$ cat src/rtl/vga_timing_gen.sv
// vga_timing_gen: parametrised horizontal/vertical video timing generator.
// Counters advance on pix_en. Every output is registered and decoded from the
// next counter value, so blank/sync/strobes line up with h_count/v_count.
module vga_timing_gen #(
    parameter int CW        = 10,
    parameter int H_VISIBLE = 400,
    parameter int H_FRONT   = 10,
    parameter int H_SYNC    = 74,
    parameter int H_BACK    = 44,
    parameter int V_VISIBLE = 300,
    parameter int V_FRONT   = 1,
    parameter int V_SYNC    = 4,
    parameter int V_BACK    = 23,
    parameter bit HSYNC_POL = 1'b0,
    parameter bit VSYNC_POL = 1'b0
) (
    input  logic          clk,
    input  logic          rst,
    input  logic          pix_en,
    output logic [CW-1:0] h_count,
    output logic [CW-1:0] v_count,
    output logic          blank,
    output logic          hsync,
    output logic          vsync,
    output logic          line_start,
    output logic          frame_start
);

    localparam int H_TOTAL = H_VISIBLE + H_FRONT + H_SYNC + H_BACK;
    localparam int V_TOTAL = V_VISIBLE + V_FRONT + V_SYNC + V_BACK;

    // Refuse to build with timings the counters cannot represent.
    generate
        if ((H_TOTAL > 2**CW) || (V_TOTAL > 2**CW) ||
            (H_VISIBLE < 1) || (H_FRONT < 1) || (H_SYNC < 1) || (H_BACK < 1) ||
            (V_VISIBLE < 1) || (V_FRONT < 1) || (V_SYNC < 1) || (V_BACK < 1)) begin : g_param_check
            $error("vga_timing_gen: invalid timing parameters");
        end
    endgenerate

    // Decode thresholds sized to the counters. The sync end never exceeds
    // TOTAL-1 because the back porch is at least one unit.
    localparam logic [CW-1:0] H_LAST       = CW'(H_TOTAL - 1);
    localparam logic [CW-1:0] V_LAST       = CW'(V_TOTAL - 1);
    localparam logic [CW-1:0] H_VIS_END    = CW'(H_VISIBLE);
    localparam logic [CW-1:0] V_VIS_END    = CW'(V_VISIBLE);
    localparam logic [CW-1:0] H_SYNC_START = CW'(H_VISIBLE + H_FRONT);
    localparam logic [CW-1:0] H_SYNC_END   = CW'(H_VISIBLE + H_FRONT + H_SYNC);
    localparam logic [CW-1:0] V_SYNC_START = CW'(V_VISIBLE + V_FRONT);
    localparam logic [CW-1:0] V_SYNC_END   = CW'(V_VISIBLE + V_FRONT + V_SYNC);

    logic [CW-1:0] r_h_count;
    logic [CW-1:0] r_v_count;
    logic          r_blank;
    logic          r_hsync;
    logic          r_vsync;
    logic          r_line_start;
    logic          r_frame_start;

    logic          w_h_wrap;
    logic          w_v_wrap;
    logic [CW-1:0] w_h_next;
    logic [CW-1:0] w_v_next;
    logic          w_blank_next;
    logic          w_hsync_act;
    logic          w_vsync_act;

    // Next-count and decode of the position the counters are about to show.
    always_comb begin
        w_h_wrap     = (r_h_count == H_LAST);
        w_v_wrap     = w_h_wrap && (r_v_count == V_LAST);
        w_h_next     = w_h_wrap ? '0 : r_h_count + CW'(1);
        w_v_next     = r_v_count;
        if (w_h_wrap) begin
            w_v_next = w_v_wrap ? '0 : r_v_count + CW'(1);
        end
        w_blank_next = (w_h_next >= H_VIS_END) || (w_v_next >= V_VIS_END);
        w_hsync_act  = (w_h_next >= H_SYNC_START) && (w_h_next < H_SYNC_END);
        w_vsync_act  = (w_v_next >= V_SYNC_START) && (w_v_next < V_SYNC_END);
    end

    // Timing state: advance on pix_en, hold otherwise; strobes last one clk.
    always_ff @(posedge clk or negedge rst) begin
        if (!rst) begin
            r_h_count     <= '0;
            r_v_count     <= '0;
            r_blank       <= 1'b0;
            r_hsync       <= ~HSYNC_POL;
            r_vsync       <= ~VSYNC_POL;
            r_line_start  <= 1'b0;
            r_frame_start <= 1'b0;
        end else if (pix_en) begin
            r_h_count     <= w_h_next;
            r_v_count     <= w_v_next;
            r_blank       <= w_blank_next;
            r_hsync       <= w_hsync_act ? HSYNC_POL : ~HSYNC_POL;
            r_vsync       <= w_vsync_act ? VSYNC_POL : ~VSYNC_POL;
            r_line_start  <= w_h_wrap;
            r_frame_start <= w_v_wrap;
        end else begin
            r_line_start  <= 1'b0;
            r_frame_start <= 1'b0;
        end
    end

    assign h_count     = r_h_count;
    assign v_count     = r_v_count;
    assign blank       = r_blank;
    assign hsync       = r_hsync;
    assign vsync       = r_vsync;
    assign line_start  = r_line_start;
    assign frame_start = r_frame_start;

endmodule

$ cat config.mk
export PLATFORM = sky130hd
export DESIGN_NAME = vga_timing_gen
export DESIGN_NICKNAME = d
export VERILOG_FILES = /design/src/rtl/vga_timing_gen.sv
export SDC_FILE = /design/constraint.sdc
export NUM_CORES = 1
export LEC_CHECK = 0
export CAP_MARGIN = 15
export CELL_PAD_IN_SITES_DETAIL_PLACEMENT = 0
export CELL_PAD_IN_SITES_GLOBAL_PLACEMENT = 1
export CORE_MARGIN = 5
export CORE_UTILIZATION = 43
export CTS_CLUSTER_DIAMETER = 80
export DETAILED_ROUTE_END_ITERATION = 16
export GPL_TIMING_DRIVEN = 0
export PLACE_DENSITY = 0.82
export SLEW_MARGIN = 20
export SYNTH_ARGS = -nofsm -noshare
export SYNTH_HDL_FRONTEND = slang
export SYNTH_SLANG_ARGS = --single-unit
$ cat constraint.sdc
create_clock -name clk -period 4.7 [get_ports clk]
set_input_delay 0.94 -clock clk [delete_from_list [all_inputs] [get_ports clk]]
set_output_delay 0.94 -clock clk [all_outputs]
set_load 0.01 [all_outputs]
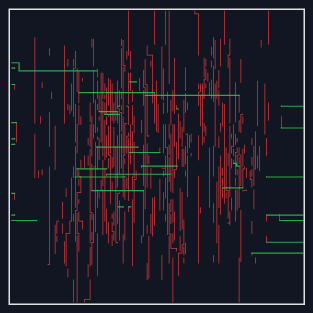
metal_stack.png
Drawn at 4 px/um. Only two layers are drawn.
colour	layer	wire length
red	met2	2200 um
green	met3	227 um

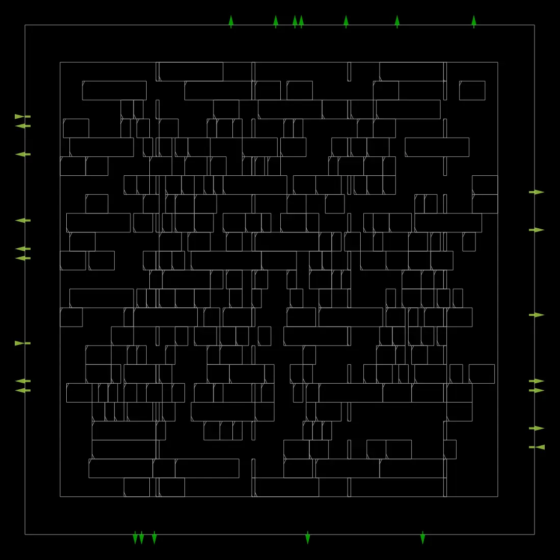
final_placement.png
fraction of area in registers: 0.2992
Seq cells: 25
tap cells: 50

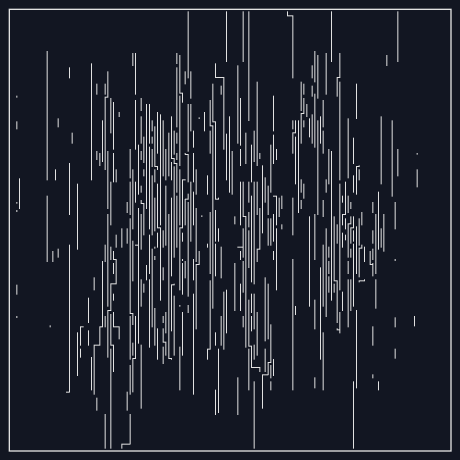
met2.png
Drawn at 6 px/um.
share of all routed wire	49%
nets with wire on the layer	202

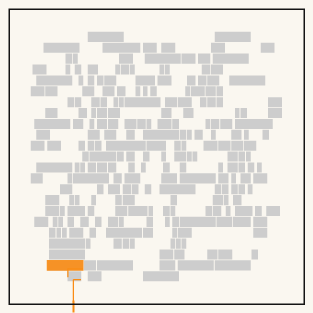
port_nets.png
Drawn at 4 px/um.
colour	port	direction	edge	end cells	wire
orange	line_start	output	south	1	13.2 um

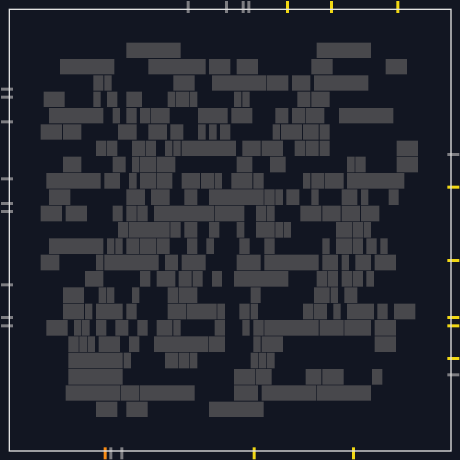
pins.png
Drawn at 6 px/um. Pins as bars across the die edge, other pins in grey.
colour	port	pins	direction	edge
yellow	h_count	10	output	5 east, 3 north, 2 south
orange	line_start	1	output	south

-- worst max-delay path: cells and delay by family (launching register included) --
kind                       cells  cell delay (ps)
AOI/OAI and AO/OA              3              540
adders and majority gates      1              190
buffers and inverters          1              200
DFF                            1              500
and+or+nand+nor                3             1150
-- how the worst max path moves through the flow --
stage                         to                   start  slack (ps)
2_1_floorplan  vsync$_DFFE_PN1P_  h_count[4]$_DFFE_PN0P_        2410
3_3_place_gp   blank$_DFFE_PN0P_  h_count[0]$_DFFE_PN0P_        2060
3_5_place_dp   blank$_DFFE_PN0P_  h_count[0]$_DFFE_PN0P_        2060
4_1_cts        blank$_DFFE_PN0P_  h_count[0]$_DFFE_PN0P_        2040
5_1_grt        blank$_DFFE_PN0P_  h_count[0]$_DFFE_PN0P_        1830
6_report       blank$_DFFE_PN0P_  h_count[0]$_DFFE_PN0P_        2010
-- cell type report --
type	instances	area, um2
Clock buffer	4	45.04
Timing Repair Buffer	27	265.3
Buffer	13	65.06
Sequential cell	25	628.1
Multi-Input combinational cell	162	1022
Inverter	3	11.26
Fill cell	373	1843
Tap cell	50	62.56
-- power groups by stage --
stage / clock, uW / combinational, uW / sequential, uW
after CTS: 137 / 371 / 301
after floorplan: 0 / 215 / 316
after detailed placement: 0 / 370 / 305
after global placement: 0 / 362 / 303
after global routing: 146 / 410 / 310
final: 130 / 370 / 301
-- state kept, by name, indices dropped and copies added (netlist names) --
name and flops:
v_count 10, h_count 10, frame_start 1, hsync 1, vsync 1, line_start 1
blank 1
-- per-layer routing --
layer  GRT usage  part of all wire
met1      0.2285              0.44
met2      0.3069              0.49
met3     0.02736             0.051
met4     0.06640             0.020
met5           0                 0
-- per-stage QoR --
stage	std cells	area (um2)
finish	284	2100
detailed placement	280	2054
global placement	280	2059
CTS	284	2100
global route	284	2100
floorplan	203	1727
==> results_slide.txt <==
Key Metrics from the Run

Logic synthesis
  – Yosys cell count: about 200
  – Synth Cell Area: 0.001727 mm2
  – Most used flip-flop cell after synthesis: dfrtp_1
  – Post-synth area hogs: dfrtp_1 33%, nand2_1 5.9%, xnor2_1 5.6%
  – Yosys aoi share: 0.1920
  – Syn Nets: between 200 and 250
  – Yosys stat area: around 0.0017 mm2
  – Synth Area in Adders: 0.02174
  – Top cells by count: 27 x nand2_1, 23 x dfrtp_1, 17 x nand3_1, 15 x nor2_1, 13 x o21ai_0
  – Number of distinct library cells after synthesis: 52
  – Synthesized area per cell: 8.506 um2
  – Post-synthesis xor/xnor area fraction: 0.07609
  – Synth Seq Share: 0.3638
  – Synth top cell by count: nand2_1
  – Main logic family after synthesis: simple AND/OR/NAND/NOR gates
  – Ys Warns: 0
  – Max-area cell share: 0.3333
  – Flops out of synthesis: 25
  – Number of flops mapped to enable cells by yosys: 0
  – MUX area fraction: 0.01232
  – Asr flop ratio synth: 1.000
  – Simple-Gate Area Share: 0.2899
  – Syn Inst Count: approximately 200
  – Biggest area consumer among synthesized cells: dfrtp_1

Min path
  – Hold endpoint: hsync$_DFFE_PN1P_
  – Hold WC Path Type: reg2reg
  – WHS Path Cells: 2
  – Worst hold start: hsync$_DFFE_PN1P_

Pwr
  – Clock network power share: 0.162
  – Leakage: between 0.0008 and 0.0009 uW
  – Sw Share: 0.3935
  – Pwr dens: between 300 and 400 mW/mm2
  – Tot Pwr: ~800 uW
  – Max VDD drop: approximately 0.18 mV
  – Sw Pwr: 315.2 uW
  – Sequential group share of total power: 0.376
  – Power Internal: a little under 500 uW
  – Comb pwr share: 0.462

Clocking
  – CTS Sinks: 25
  – Clk root buf: clkbuf_8
  – TritonCTS clock tree: done
  – Post-CTS Hold Buffers: 0
  – Insertion Delay late pin: 270 ps
  – H-Tree Depth: 1
  – # resized after CTS: 0
  – CTS Buf Count: 3
  – Worst-path clk slew: roughly 90 ps
  – Post-CTS setup repair buffer count: 0
  – Clk buf depth: 2

Floorplan
  – Die Width: ~73 um
  – CORE AREA: slightly below 0.004 mm2
  – FP Core Util: 0.4380
  – Die Size: 0.005382 mm2
  – Ports: 28
  – DIE HEIGHT: between 70 and 80 um
  – Rows: 23

Detailed routing
  – Via count: approximately 1600
  – WL final: 4.475 mm
  – DR WL/cell: between 15 and 20 um
  – Routed Antenna Nets: 0
  – Detailed-route DRC error count: 0
  – Pre-Repair DR Iteration Count: 5
  – Avg Vias per Cell: between 5 and 6
  – Initial DRC count: ~81

Setup path
  – Crit path DRT: between 4000 and 5000 ps
  – Crit. End Element: flop
  – Critical path data arrival time: roughly 2800 ps
  – Max incr delay on CP: slightly above 600 ps
  – Worst r2r dst: blank$_DFFE_PN0P_
  – Reg2Reg Setup Slack: ~2000 ps
  – CP Class: reg2reg
  – Slowest cell on the critical path: nor3_1
  – CP cell instances: ha_1 > buf_2 > nand3_1 > nor3_1 > a21boi_0 > or2_2 > a211oi_1 > o22ai_1
  – R2R depth: 8
  – Peak fanout along the critical path: 10
  – Worst r2r src: h_count[0]$_DFFE_PN0P_
  – CP Launch Type: flop

STA
  – Layout Skew: around 2.1 ps
  – Slew Limit Fails: 0
  – Worst slew margin: 0.5089
  – Endpoints failing setup: 0
  – Actual slew at the worst max-slew pin: approximately 730 ps
  – Final period util: 0.5725
  – Fin crit period: between 2000 and 3000 ps
  – Fin Setup TNS: 0 ps
  – Worst setup margin: between 2000 and 2500 ps
  – Hold_ws: between 400 and 500 ps
  – FMAX: approximately 370 MHz
  – Final hold vios: 0
  – Unrepaired setup endpoints after global routing: false

Final layout
  – Layout Utilization: 0.5325
  – Most numerous logic cell after layout: nand2_1
  – Share of cells above drive strength 1: 0.08120
  – Fin nets: ~240
  – Area Overhead vs Synth: 21.59%
  – Top cells excl fill/tap: 27 x nand2_1, 26 x clkdlybuf4s50_1, 23 x dfrtp_1
  – Ant diodes: 0

Flow run
  – OpenROAD warning count: 28
  – Max-cap viol count: 0

Place
  – Dpl ws: about 2000 ps
  – RD Place Congestion: 0.7959
  – HPWL after DPL: ~3.3 mm
  – Port Buffers: 27

Global route
  – Largest net degree at the start of global routing: 26
  – First-pass GRT wire length: approximately 7.6 mm
  – Remaining global-route overflow: 0
  – Initial antenna violation count: 0
  – Vias in the first global route: 1616
  – GRT Util Overall: 0.1797

Outcome
  – Run status: finished, final reports clean
Power figures rest on the tool's default switching activity, not on a simulated workload.
